## config.mk

```make
export PLATFORM = sky130hd
export DESIGN_NAME = purse_spawn_ctrl
export DESIGN_NICKNAME = d
export VERILOG_FILES = /design/src/rtl/purse_spawn_ctrl.sv
export SDC_FILE = /design/constraint.sdc
export NUM_CORES = 1
export LEC_CHECK = 0
export ABC_CLOCK_PERIOD_IN_PS = 6600
export CORE_ASPECT_RATIO = 1.75
export CORE_MARGIN = 2
export CORE_UTILIZATION = 45
export CTS_CLUSTER_DIAMETER = 30
export DETAILED_ROUTE_END_ITERATION = 10
export PLACE_DENSITY = 0.65
export SYNTH_ARGS = -nofsm -noshare
export SYNTH_HDL_FRONTEND = slang
export SYNTH_SLANG_ARGS = --single-unit
```

## constraint.sdc

```tcl
create_clock -name clk -period 6.6 [get_ports clk]
set_input_delay 0.99 -clock clk [delete_from_list [all_inputs] [get_ports clk]]
set_output_delay 0.99 -clock clk [all_outputs]
set_load 0.02 [all_outputs]
```

## src/rtl/purse_spawn_ctrl.sv

```systemverilog
// rtl/purse_spawn_ctrl.sv - money purse, upgrades and round-robin army spawn sequencer
module purse_spawn_ctrl #(
    parameter logic [23:0] TICK_DIV = 24'd5000000,
    parameter logic [14:0] INC_BASE = 15'd10,
    parameter logic [14:0] INC_STEP = 15'd5,
    parameter logic [7:0]  CD_TICKS = 8'd20
) (
    input  logic        clk,
    input  logic        rst_n,
    input  logic        en,
    input  logic [7:0]  deploy_req,
    input  logic        upgrade_req,
    input  logic        spawn_ready,
    output logic        spawn_valid,
    output logic [2:0]  spawn_type,
    output logic [14:0] money,
    output logic [2:0]  level,
    output logic [7:0]  cd_busy,
    output logic [7:0]  deploy_afford,
    output logic        upgrade_ok
);
    typedef enum logic {S_IDLE, S_OFFER} state_t;

    function automatic logic [14:0] cost_of(input logic [2:0] t);
        case (t)
            3'd0:    return 15'd75;
            3'd1:    return 15'd150;
            3'd2:    return 15'd240;
            3'd3:    return 15'd350;
            3'd4:    return 15'd750;
            3'd5:    return 15'd1500;
            3'd6:    return 15'd2000;
            default: return 15'd2400;
        endcase
    endfunction

    function automatic logic [14:0] need_of(input logic [2:0] l);
        case (l)
            3'd0:    return 15'd100;
            3'd1:    return 15'd200;
            3'd2:    return 15'd400;
            3'd3:    return 15'd800;
            3'd4:    return 15'd1400;
            3'd5:    return 15'd3000;
            3'd6:    return 15'd5000;
            default: return 15'd0;
        endcase
    endfunction

    function automatic logic [14:0] max_of(input logic [2:0] l);
        case (l)
            3'd0:    return 15'd150;
            3'd1:    return 15'd300;
            3'd2:    return 15'd500;
            3'd3:    return 15'd1000;
            3'd4:    return 15'd2000;
            3'd5:    return 15'd4000;
            3'd6:    return 15'd6000;
            default: return 15'd9999;
        endcase
    endfunction

    state_t      state_q, state_d;
    logic        spawn_valid_q, spawn_valid_d;
    logic [2:0]  spawn_type_q, spawn_type_d;
    logic [2:0]  ptr_q, ptr_d;
    logic [14:0] money_q, money_d;
    logic [2:0]  level_q, level_d;
    logic [7:0]  pending_q, pending_d;
    logic [23:0] tick_cnt_q, tick_cnt_d;
    logic [7:0]  cd_q [8];
    logic [7:0]  cd_d [8];

    logic        tick, upg_exec, accept, grant;
    logic [2:0]  grant_type, idx;
    logic [7:0]  afford, cand;
    logic [15:0] credit, debit, sum, cap;

    always_comb begin
        for (int i = 0; i < 8; i++) begin
            cd_busy[i] = (cd_q[i] != 8'd0);
            afford[i]  = (money_q >= cost_of(3'(i))) && (cd_q[i] == 8'd0);
        end
    end

    assign deploy_afford = afford;
    assign upgrade_ok    = (level_q != 3'd7) && (money_q >= need_of(level_q)) && (state_q == S_IDLE);
    assign upg_exec      = upgrade_req && upgrade_ok;
    assign accept        = (state_q == S_OFFER) && spawn_ready;
    assign tick          = en && (tick_cnt_q == TICK_DIV - 24'd1);
    assign cand          = pending_q & afford;

    // Round-robin search starts just after the last accepted type; k=8 wraps to ptr itself.
    always_comb begin
        grant      = 1'b0;
        grant_type = 3'd0;
        idx        = 3'd0;
        for (int k = 1; k <= 8; k++) begin
            idx = ptr_q + 3'(k);
            if (!grant && cand[idx]) begin
                grant      = 1'b1;
                grant_type = idx;
            end
        end
    end

    always_comb begin
        tick_cnt_d = tick_cnt_q;
        if (en) tick_cnt_d = tick ? 24'd0 : tick_cnt_q + 24'd1;

        level_d = level_q + {2'b00, upg_exec};
        credit  = tick ? ({1'b0, INC_BASE} + 16'(level_q) * {1'b0, INC_STEP}) : 16'd0;
        debit   = accept   ? {1'b0, cost_of(spawn_type_q)} :
                  upg_exec ? {1'b0, need_of(level_q)}      : 16'd0;
        sum     = {1'b0, money_q} - debit + credit;
        cap     = {1'b0, max_of(level_d)};
        money_d = (sum > cap) ? cap[14:0] : sum[14:0];

        pending_d = pending_q | (deploy_req & afford);
        if (state_q == S_IDLE) pending_d = pending_d & afford;
        if (accept) pending_d[spawn_type_q] = 1'b0;

        for (int i = 0; i < 8; i++) begin
            cd_d[i] = cd_q[i];
            if (tick && cd_q[i] != 8'd0) cd_d[i] = cd_q[i] - 8'd1;
            if (accept && spawn_type_q == 3'(i)) cd_d[i] = CD_TICKS;
        end

        state_d       = state_q;
        spawn_valid_d = spawn_valid_q;
        spawn_type_d  = spawn_type_q;
        ptr_d         = ptr_q;
        case (state_q)
            S_IDLE: if (en && grant) begin
                state_d       = S_OFFER;
                spawn_valid_d = 1'b1;
                spawn_type_d  = grant_type;
            end
            S_OFFER: if (spawn_ready) begin
                state_d       = S_IDLE;
                spawn_valid_d = 1'b0;
                ptr_d         = spawn_type_q;
            end
            default: state_d = S_IDLE;
        endcase
    end

    always_ff @(posedge clk or negedge rst_n) begin
        if (!rst_n) begin
            state_q       <= S_IDLE;
            spawn_valid_q <= 1'b0;
            spawn_type_q  <= 3'd0;
            ptr_q         <= 3'd7;
            money_q       <= 15'd0;
            level_q       <= 3'd0;
            pending_q     <= 8'd0;
            tick_cnt_q    <= 24'd0;
            for (int i = 0; i < 8; i++) cd_q[i] <= 8'd0;
        end else begin
            state_q       <= state_d;
            spawn_valid_q <= spawn_valid_d;
            spawn_type_q  <= spawn_type_d;
            ptr_q         <= ptr_d;
            money_q       <= money_d;
            level_q       <= level_d;
            pending_q     <= pending_d;
            tick_cnt_q    <= tick_cnt_d;
            for (int i = 0; i < 8; i++) cd_q[i] <= cd_d[i];
        end
    end

    assign spawn_valid = spawn_valid_q;
    assign spawn_type  = spawn_type_q;
    assign money       = money_q;
    assign level       = level_q;
endmodule

```

==> results_slide.txt <==
Physical Implementation Snapshot

Drt
  – 1st-iter DRT viols: 542
  – Drt wl/cell: 18.99 um
  – Remaining antenna violation count: 0
  – Met2 wire len: 14370 um

Cells and area
  – Non-clock buffers, area share: 0.08360
  – Sequential cell area: 3060 um^2
  – Post-layout nets: 1282
  – Inverters: 72
  – Clk_buf instances: 18
  – N_diodes: 0
  – Largest class: logic gates

Worst setup path
  – CP Launch Type: flip-flop
  – CP Class: reg -> reg
  – Worst EP required: 6.91 ns
  – CP bufs+invs: 3

Pwr
  – P_clk: 1.02 mW
  – Int Pwr: 3.696 mW
  – Logic pwr share: 0.680

Placed design
  – Placed cells: 1410
  – Placed cell areas: 10570 um^2

Yosys
  – Basic Gates by Area: 0.2472
  – Most common reg cell: dfrtp_1
  – Synth area leader: dfrtp_1
  – Post-Syn Nets: 1188
  – Yosys warning count: 0
  – Top area cell types: dfrtp_1 (32%), ha_1 (9.3%), nor2_1 (5.5%)
  – FF+latch count, synth: 122

Timing
  – Setup TNS: 0 ns
  – RSZ-0062 raised after global routing: yes
  – Final Hold Viols: 0
  – Final WS setup: 0.1515 ns
  – Minimum clock period: 6.448 ns

GRT
  – GRT Util Overall: 0.2537
  – First-pass GRT wire length: 44160 um

CTS
  – CTS Buffer Depth: 2
  – Clock slew at reported path FFs: 0.06 ns
  – CTS Buf Count: 17

Die
  – Die Y: 195.4 um

Run status
  – Status: finished clean
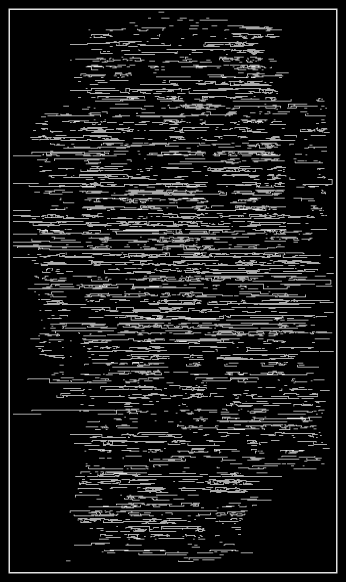
*Met1 routing*
wire length on this layer: 10400 um
main direction: horizontal
nets with wire on the layer: 1197
longest straight run: 39.3 um
share of all routed wire: 38%

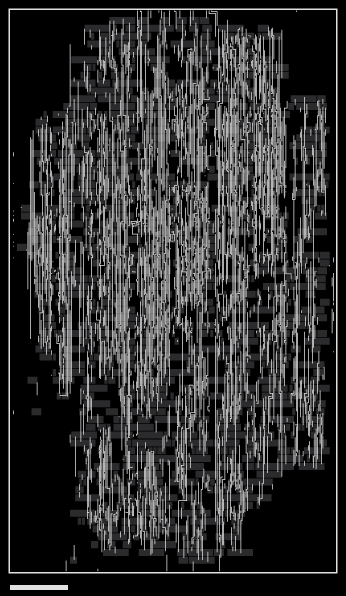
*Met2 routing*
Scale bar: 20 um.
share of all routed wire: 52%
main direction: vertical
longest straight run: 83.3 um
nets with wire on the layer: 1105
DR vias: 8626
final WL: 27670 um
GRT met2 Usage: 0.4622

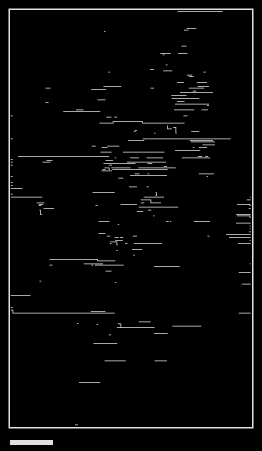
*Signal wires on met3*
Scale bar: 20 um.
longest straight run: 47.6 um
share of all routed wire: 3.7%
wire length on this layer: 1010 um
main direction: horizontal
GRT met3 Usage: 0.03352

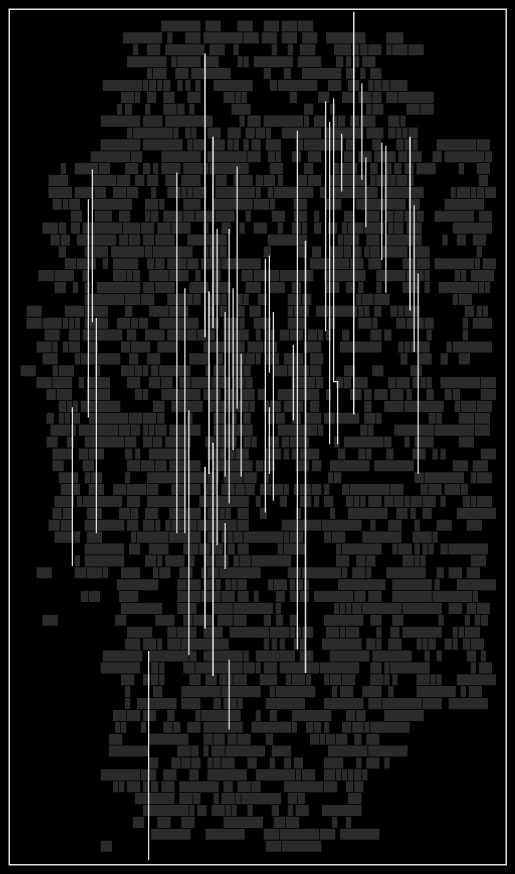
*Metal 4*
longest straight run: 118 um
share of all routed wire: 6.8%

Power and IR drop assume default switching activity.
